### src/rtl/counter_pkg.sv
// Shared types and helpers for the BCD counter family.
// Used by bcd_updown_counter and its tick_gen prescaler.
package counter_pkg;

  typedef logic [3:0] bcd_digit_t;

  localparam bcd_digit_t BCD_MAX = 4'd9;

  // Bits needed to hold 0..div-1, never less than one.
  function automatic int presc_width(input int div);
    return (div <= 1) ? 1 : $clog2(div);
  endfunction

endpackage

### src/rtl/bcd_updown_counter_tick_gen.sv
// Prescaler for bcd_updown_counter: a single-cycle TICK every DIV enabled cycles.
// The phase is frozen while ENABLE is low and is cleared by CLEAR or reset.
module tick_gen
  import counter_pkg::*;
#(
  parameter int DIV = 12500000
) (
  input  logic CLK,
  input  logic RSTn,
  input  logic ENABLE,
  input  logic CLEAR,
  output logic TICK
);

  localparam int PW = presc_width(DIV);
  localparam logic [PW-1:0] LAST = PW'(DIV - 1);

  logic [PW-1:0] presc;

  assign TICK = ENABLE && (presc == LAST);

  always_ff @(posedge CLK) begin
    if (!RSTn) begin
      presc <= '0;
    end else if (CLEAR) begin
      presc <= '0;
    end else if (ENABLE) begin
      presc <= TICK ? '0 : presc + 1'b1;
    end
  end

endmodule

### src/rtl/bcd_updown_counter.sv
// Multi-digit BCD up/down counter stepped by an integrated prescaler.
// Optional parallel load is built only when COUNTER_LOAD_EN is defined.
module bcd_updown_counter
  import counter_pkg::*;
#(
  parameter int DIV    = 12500000,
  parameter int DIGITS = 2,
  parameter int WRAP   = 1
) (
  input  logic                  CLK,
  input  logic                  RSTn,
  input  logic                  ENABLE,
  input  logic                  UP_DOWN,
`ifdef COUNTER_LOAD_EN
  input  logic                  LOAD,
  input  logic [4*DIGITS-1:0]   LOAD_VALUE,
`endif
  output logic [4*DIGITS-1:0]   COUNT,
  output logic                  TICK,
  output logic                  TC
);

  localparam bit SATURATE = (WRAP == 0);

  logic [4*DIGITS-1:0] count_q;
  logic [4*DIGITS-1:0] count_nxt;
  logic [DIGITS:0]     nine_chain;
  logic [DIGITS:0]     zero_chain;
  logic [DIGITS-1:0]   nxt_nine;
  logic [DIGITS-1:0]   nxt_zero;
  logic                clear;
  logic                at_limit;
  logic                reach_limit;
  logic                hold;
  logic                tc_event;
  logic                tc_q;

`ifdef COUNTER_LOAD_EN
  logic [4*DIGITS-1:0] load_clamped;
  assign clear = LOAD;
`else
  assign clear = 1'b0;
`endif

  tick_gen #(
    .DIV (DIV)
  ) u_tick_gen (
    .CLK    (CLK),
    .RSTn   (RSTn),
    .ENABLE (ENABLE),
    .CLEAR  (clear),
    .TICK   (TICK)
  );

  // chain[k] is high when every digit below k sits at the carry/borrow value
  assign nine_chain[0] = 1'b1;
  assign zero_chain[0] = 1'b1;

  for (genvar k = 0; k < DIGITS; k++) begin : g_digit
    bcd_digit_t cur;
    bcd_digit_t inc;
    bcd_digit_t dec;
    logic       step;

    assign cur  = count_q[4*k +: 4];
    assign inc  = (cur == BCD_MAX) ? 4'd0 : cur + 4'd1;
    assign dec  = (cur == 4'd0) ? BCD_MAX : cur - 4'd1;
    assign step = UP_DOWN ? nine_chain[k] : zero_chain[k];

    assign nine_chain[k+1] = nine_chain[k] && (cur == BCD_MAX);
    assign zero_chain[k+1] = zero_chain[k] && (cur == 4'd0);

    assign count_nxt[4*k +: 4] = !step ? cur : (UP_DOWN ? inc : dec);
    assign nxt_nine[k] = (count_nxt[4*k +: 4] == BCD_MAX);
    assign nxt_zero[k] = (count_nxt[4*k +: 4] == 4'd0);

`ifdef COUNTER_LOAD_EN
    assign load_clamped[4*k +: 4] = (LOAD_VALUE[4*k +: 4] > BCD_MAX) ? BCD_MAX
                                                                     : LOAD_VALUE[4*k +: 4];
`endif
  end

  assign at_limit    = UP_DOWN ? nine_chain[DIGITS] : zero_chain[DIGITS];
  assign reach_limit = UP_DOWN ? (&nxt_nine) : (&nxt_zero);
  assign hold        = SATURATE && at_limit;
  // Wrap mode flags the rollover itself; saturate mode flags arrival at the limit only.
  assign tc_event    = SATURATE ? (!at_limit && reach_limit) : at_limit;

  always_ff @(posedge CLK) begin
    if (!RSTn) begin
      count_q <= '0;
      tc_q    <= 1'b0;
`ifdef COUNTER_LOAD_EN
    end else if (LOAD) begin
      count_q <= load_clamped;
      tc_q    <= 1'b0;
`endif
    end else if (TICK) begin
      if (!hold) begin
        count_q <= count_nxt;
      end
      tc_q <= tc_event;
    end else begin
      tc_q <= 1'b0;
    end
  end

  assign COUNT = count_q;
  assign TC    = tc_q;

endmodule

### config.mk
export PLATFORM = sky130hd
export DESIGN_NAME = bcd_updown_counter
export DESIGN_NICKNAME = d
export VERILOG_FILES = /design/src/rtl/counter_pkg.sv /design/src/rtl/bcd_updown_counter_tick_gen.sv /design/src/rtl/bcd_updown_counter.sv
export SDC_FILE = /design/constraint.sdc
export NUM_CORES = 1
export LEC_CHECK = 0
export ABC_AREA = 1
export CAP_MARGIN = 10
export CELL_PAD_IN_SITES_DETAIL_PLACEMENT = 1
export CELL_PAD_IN_SITES_GLOBAL_PLACEMENT = 1
export CORE_ASPECT_RATIO = 1.2
export CORE_MARGIN = 2
export CORE_UTILIZATION = 36
export DETAILED_ROUTE_END_ITERATION = 10
export GPL_ROUTABILITY_DRIVEN = 0
export PLACE_DENSITY = 0.73
export SETUP_SLACK_MARGIN = 0.2
export SLEW_MARGIN = 20
export SYNTH_ARGS = -nofsm -noshare
export SYNTH_HDL_FRONTEND = slang
export SYNTH_SLANG_ARGS = --single-unit
### constraint.sdc
create_clock -name CLK -period 4.2 [get_ports CLK]
set_input_delay 0.84 -clock CLK [delete_from_list [all_inputs] [get_ports CLK]]
set_output_delay 0.84 -clock CLK [all_outputs]
set_load 0.005 [all_outputs]
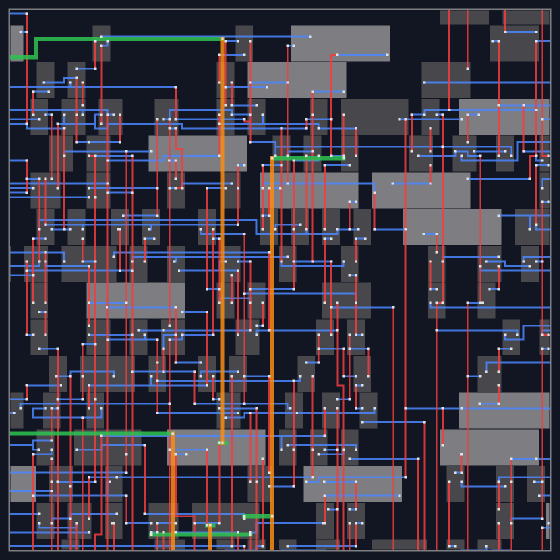
**Above:** run 1 (layout detail).
Window x 16 to 56, y 40 to 80 µm. Cells in gray, sequential cells in the stronger gray; small squares are vias.
Key: orange = met4; red = met2; green = met3; blue = met1
Sequential cells in the window: 12. 110 logic cells have their middle in the window. Netlist names of flops here include u_tick_gen.presc (7), COUNT (5). Most frequent: nand2_1 (30), nor2_1 (25).

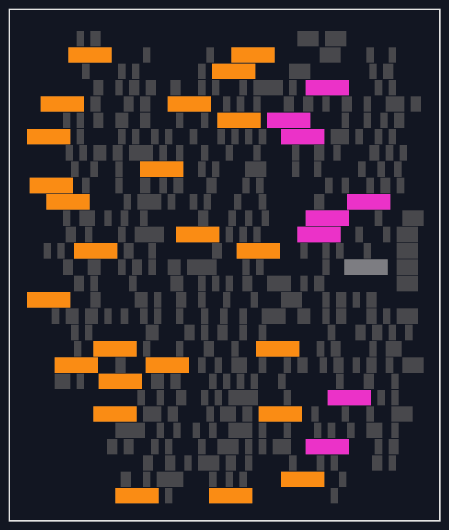
**Above:** run 1 (sequential cells colored by netlist name).
(6 px per µm)
Key: magenta = COUNT [sequential cells 8]; orange = u_tick_gen.presc [sequential cells 24]

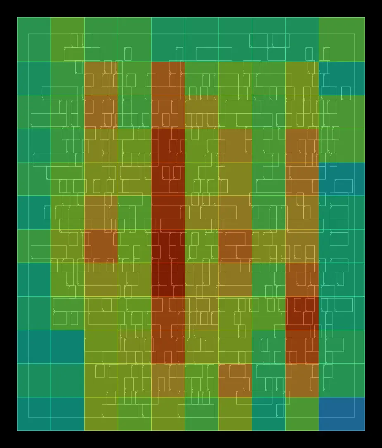
**Above:** run 1 (track usage over the die).
total track usage: 18.5%
final core utilization: 42.2%

==> results.py, run 1 <==
# Flow results
metrics = {
    "finish": {
        "lay_top_count": "nand2_1",
        "drive_gt1_share_pct": 6.47,
        "fillers": 764,
        "finalNonFillerCells": 402,
        "seq_area_um2": 661,
    },
    "grt": {
        "overflow": 0,
        "grt_max_degree": 20,
        "antenna_found_initial": 0,
    },
    "floorplan": {
        "die_y_um": 85.0,
    },
    "yosys": {
        "top_area_cell": "dfxtp_1",
        "yosys-top-cells-area": "dfxtp_1 34%, nand2_1 17%, nor2_1 14%, inv_1 6.5%, nand3_1 5.1%",
        "syn-instance-count": 323,
        "syn_nets": 328,
        "synthDistinctLibCells": 25,
        "ys_warn_count": 0,
    },
    "setup_path": {
        "path_cells": "clkdlybuf4s50_1 > nand3_2 > nor2_4 > nand3_2 > nor2_4 > clkdlybuf4s50_1",
        "worst-path-stages": 6,
        "cp_num_buf_inv": 2,
        "r2r_slack_ns": 2.55,
        "endpoint": "TICK",
        "path_delay_family": "buffers and inverters",
    },
    "sta": {
        "setup_tns_ns": 0,
        "setup-violations-final": 0,
        "worst_pin_slew_ns": 0.425,
        "post-route-min-period_ns": 3.50,
        "max_slew_margin_pct": 71.5,
        "fmax_ghz": 0.286,
    },
    "drt": {
        "drt_iter0_drc": 45,
    },
    "clock_tree": {
        "ctsResizeCount": 0,
        "numClockSinks": 33,
        "htree_levels": 2,
        "clkLatencyLatePin_ns": 0.29,
    },
    "power": {
        "powerDensity_nw_per_um2": 260,
    },
    "run": {
        "drv_cap": 0,
    },
    "outcome": {
        "status": "finished clean",
    },
    "placement": {
        "dp_hpwl_um": 4110,
    },
}
==> run 1: synth_stat cells (all sizes together), types with 3 or more instances <==
library cell / n
o21ai: 20
a21oi: 10
nor3: 10
nand3: 23
nand2: 90
buf: 4
and3: 3
dfxtp: 33
nor2: 76
inv: 38
nand4: 4
xor2: 3
==> run 1: tightest hold or removal path, stage by stage (launching register included) <==
cell and delay, ns:
dfxtp_1 0.33, a31oi_1 0.05, nor2_1 0.09
==> run 1: through the flow <==
| stage | cell area (µm²) | util, % | setup WS, ns | hold slack [ns] |
|---|---|---|---|---|
| finish | 2230 | 42.2 | 0.701 | 0.509 |
| global route | 2230 | 42.2 | 0.606 | 0.523 |
| CTS | 2230 | 42.2 | 0.708 | 0.505 |
| detailed placement | 2150 | 40.6 | 0.710 | 0.482 |
| global placement | 2150 | 40.6 | 0.744 | 0.464 |
| floorplan | 1970 | - | 1.92 | 0.452 |
==> run 1: cell type report <==
cell class | count | share of cell area [%]
multi-input combinational | 248 | 50.9
sequential | 33 | 29.6
inverter | 38 | 6.38
timing repair buffer | 13 | 5.82
tap | 62 | 3.47
clock buffer | 5 | 3.08
clock inverter | 3 | 0.784
==> run 1: state kept, by name, summed over array words and instances (netlist names) <==
| name | cells |
|---|---|
| TC | 1 |
| u_tick_gen.presc | 24 |
| COUNT | 8 |
==> run 1: worst min path at each step <==
| stage | start | end | depth (start not counted) |
|---|---|---|---|
| 4_1_cts | u_tick_gen.presc[11] | u_tick_gen.presc[11] | 2 |
| 3_5_place_dp | u_tick_gen.presc[11] | u_tick_gen.presc[11] | 2 |
| 5_1_grt | u_tick_gen.presc[11] | u_tick_gen.presc[11] | 2 |
| 6_report | u_tick_gen.presc[11] | u_tick_gen.presc[11] | 2 |
| 3_3_place_gp | u_tick_gen.presc[11] | u_tick_gen.presc[11] | 2 |
| 2_1_floorplan | u_tick_gen.presc[11] | u_tick_gen.presc[11] | 2 |
==> run 1: kinds of logic (layout without fill, tap and decap cells) <==
| family | after synthesis | count (layout) | synth area share [%] |
|---|---|---|---|
| flops | 33 | 33 | 33.5 |
| xor+xnor | 3 | 3 | 1.33 |
| compound gates | 35 | 35 | 9.47 |
| simple gates | 209 | 209 | 46.3 |
| buf+inv | 42 | 59 | 8.70 |
| fa+ha+maj | 1 | 1 | 0.635 |
==> run 1: power breakdown <==
part           switching, W  internal (W)   total, W
logic             0.0000162    0.00000749  0.0000237
clock network      0.000128      0.000114   0.000242
registers        0.00000181      0.000314   0.000316
==> run 1: per-layer routing <==
metal	part of all wire (%)	up-vias	track usage, %
met5	0	-	0
met4	2.1	0	7.72
met3	2.8	9	3.56
met2	51	22	33.1
met1	44	946	21.3
li1	-	1052	-
**Run 1: selected gate families**

(6 px per µm)
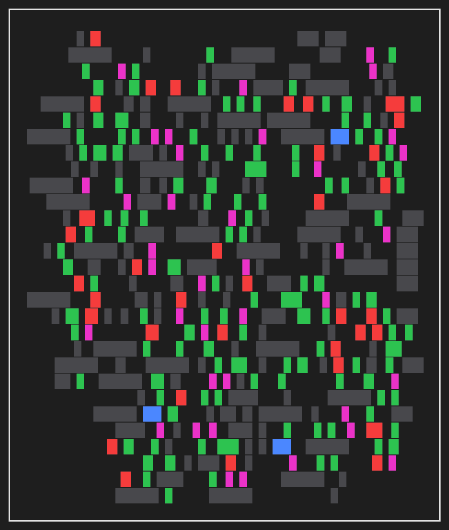

==> inputs of run 2 (changes only) <==
--- a/config.mk
+++ b/config.mk
@@ -14,7 +14,7 @@
 export CORE_UTILIZATION = 36
 export DETAILED_ROUTE_END_ITERATION = 10
 export GPL_ROUTABILITY_DRIVEN = 0
-export PLACE_DENSITY = 0.73
+export PLACE_DENSITY = 0.76
 export SETUP_SLACK_MARGIN = 0.2
 export SLEW_MARGIN = 20
 export SYNTH_ARGS = -nofsm -noshare
==> constraint.sdc (replaced) <==
create_clock -name CLK -period 2.95 [get_ports CLK]
set_input_delay 0.59 -clock CLK [delete_from_list [all_inputs] [get_ports CLK]]
set_output_delay 0.59 -clock CLK [all_outputs]
set_load 0.005 [all_outputs]
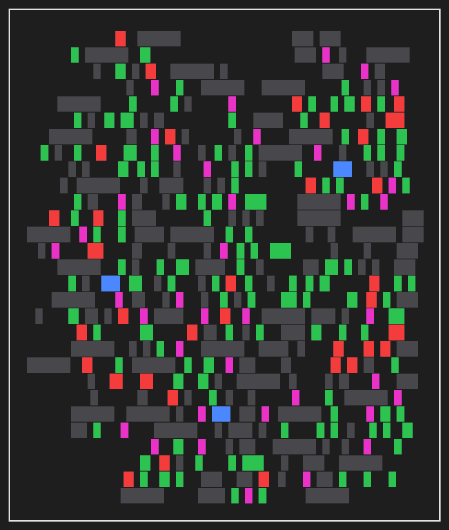
**Above:** run 2 (selected gate families).
(6 px per µm)
Key: magenta = inverters [cells 38, most used inv_1]; blue = XOR/XNOR gates [cells 3, most used xor2_1]; red = inverting AOI/OAI gates [cells 35, most used o21ai_0]; green = NAND gates [cells 119, most used nand2_1, where all over the die]

==> run 2 against run 1 <==
Net effect:
- largest cell class unchanged
- sequential share of layout area decreased by 0.50 points
- worst hold slack got worse by 0.014 ns
- synthesized cell count unchanged
- critical path depth unchanged
- register-to-register slack got worse by 1.3 ns
==> results.py, run 2 <==
# Flow results
metrics = {
    "outcome": {
        "status": "finished clean",
    },
    "yosys": {
        "yosys-top-cells-area": "dfxtp_1 34%, nand2_1 17%, nor2_1 14%, inv_1 6.5%, nand3_1 5.1%",
        "syn_nets": 328,
        "top_area_cell": "dfxtp_1",
        "common_cells": "88 x nand2_1, 71 x nor2_1, 34 x inv_1",
        "synthDistinctLibCells": 25,
        "ys_warn_count": 0,
        "top_cell": "nand2_1",
    },
    "clock_tree": {
        "clkLatencyLatePin_ns": 0.29,
        "htree_levels": 2,
        "numClockSinks": 33,
    },
    "placement": {
        "dpl-instance-area_um2": 2170,
        "dp_hpwl_um": 4180,
        "pre_cts_ws_ns": 0.283,
    },
    "sta": {
        "hold_slack_ns": 0.495,
        "worst_slack_ns": 0.294,
        "setup_tns_ns": 0,
        "setup-violations-final": 0,
        "fmax_ghz": 0.377,
        "max_slew_margin_pct": 66.1,
        "worst_pin_slew_ns": 0.505,
        "post-route-min-period_ns": 2.66,
    },
    "finish": {
        "design_area_um2": 2270,
        "top_register": "u_tick_gen.presc",
        "drive_gt1_share_pct": 7.23,
        "fillers": 733,
        "lay_top_count": "nand2_1",
        "largest_reg_flops": 24,
    },
    "floorplan": {
        "die_area_um2": 6080,
        "die_y_um": 85.0,
    },
    "grt": {
        "grt_max_degree": 20,
        "grt.total_usage_pct": 19.2,
        "overflow": 0,
        "antenna_found_initial": 0,
    },
    "setup_path": {
        "crit_required_ns": 2.36,
    },
    "worst_hold_path": {
        "min_path_cells": 2,
    },
    "power": {
        "powerDensity_nw_per_um2": 362,
    },
    "drt": {
        "drt_iter0_drc": 56,
        "route.detailed.drc": 0,
    },
}
## run 2: path summary, 6_finish.rpt
| check | from | to | slack, ns |
|---|---|---|---|
| hold / removal | u_tick_gen.presc[11] | u_tick_gen.presc[11] | 0.49 |
| hold reg to reg | u_tick_gen.presc[11] | u_tick_gen.presc[11] | 0.49 |
| setup / recovery | ENABLE | TICK | 0.29 |
| setup reg to reg | u_tick_gen.presc[0] | u_tick_gen.presc[18] | 1.24 |
## run 2: layer usage
layer	wire length (µm)	GRT usage, %
met5	0	0
met3	122	2.97
met4	67	5.49
met1	2470	23.5
met2	2720	34.6
## run 2: critical path, cell delays in order
cell	delay, ns
clkdlybuf4s50_1	0.49
nand3_2	0.11
nor2_4	0.16
nand3_2	0.10
nor2_4	0.11
clkdlybuf4s50_1	0.50
## run 2: where the power goes
group,switching (W),internal (W),total (W)
clock,0.000168,0.000168,0.000336
sequential,0.00000268,0.000448,0.000450
combinational,0.0000237,0.0000125,0.0000362
total,0.000194,0.000628,0.000822
## run 2: per-stage QoR
step                total power [W]  cells  utilization, %
global placement           0.000497    397            41.0
detailed placement         0.000498    397            41.0
floorplan                  0.000484    323               -
global route               0.000860    408            42.9
CTS                        0.000832    405            42.5
finish                     0.000822    408            42.9
## run 2: cells by family (layout without fill, tap and decap cells)
family                     count (synthesis)  in the layout  synth area share [%]
AOI/OAI and AO/OA                         35             35                  9.47
adders and majority gates                  1              1                 0.635
and+or+nand+nor                          209            209                  46.3
buffers and inverters                     42             65                  8.70
DFF                                       33             33                  33.5
xor gates and xnor gates                   3              3                  1.33
## run 2: cell type report
class                   count  area, µm²  area share [%]
multi-input cells         248       1140            50.0
flip-flops and latches     33        661            29.1
repair buffers             19        175            7.71
inverters                  38        143            6.27
clock buffers               8       80.1            3.52
well taps                  62       77.6            3.41
## run 2: timing repair
action | in CTS | in global routing
setup endpoints to repair | 0 | 1
setup buffers | 0 | 3
resized | 0 | 0
endpoints found under the hold margin | 0 | 0
Power and IR drop assume default switching activity.
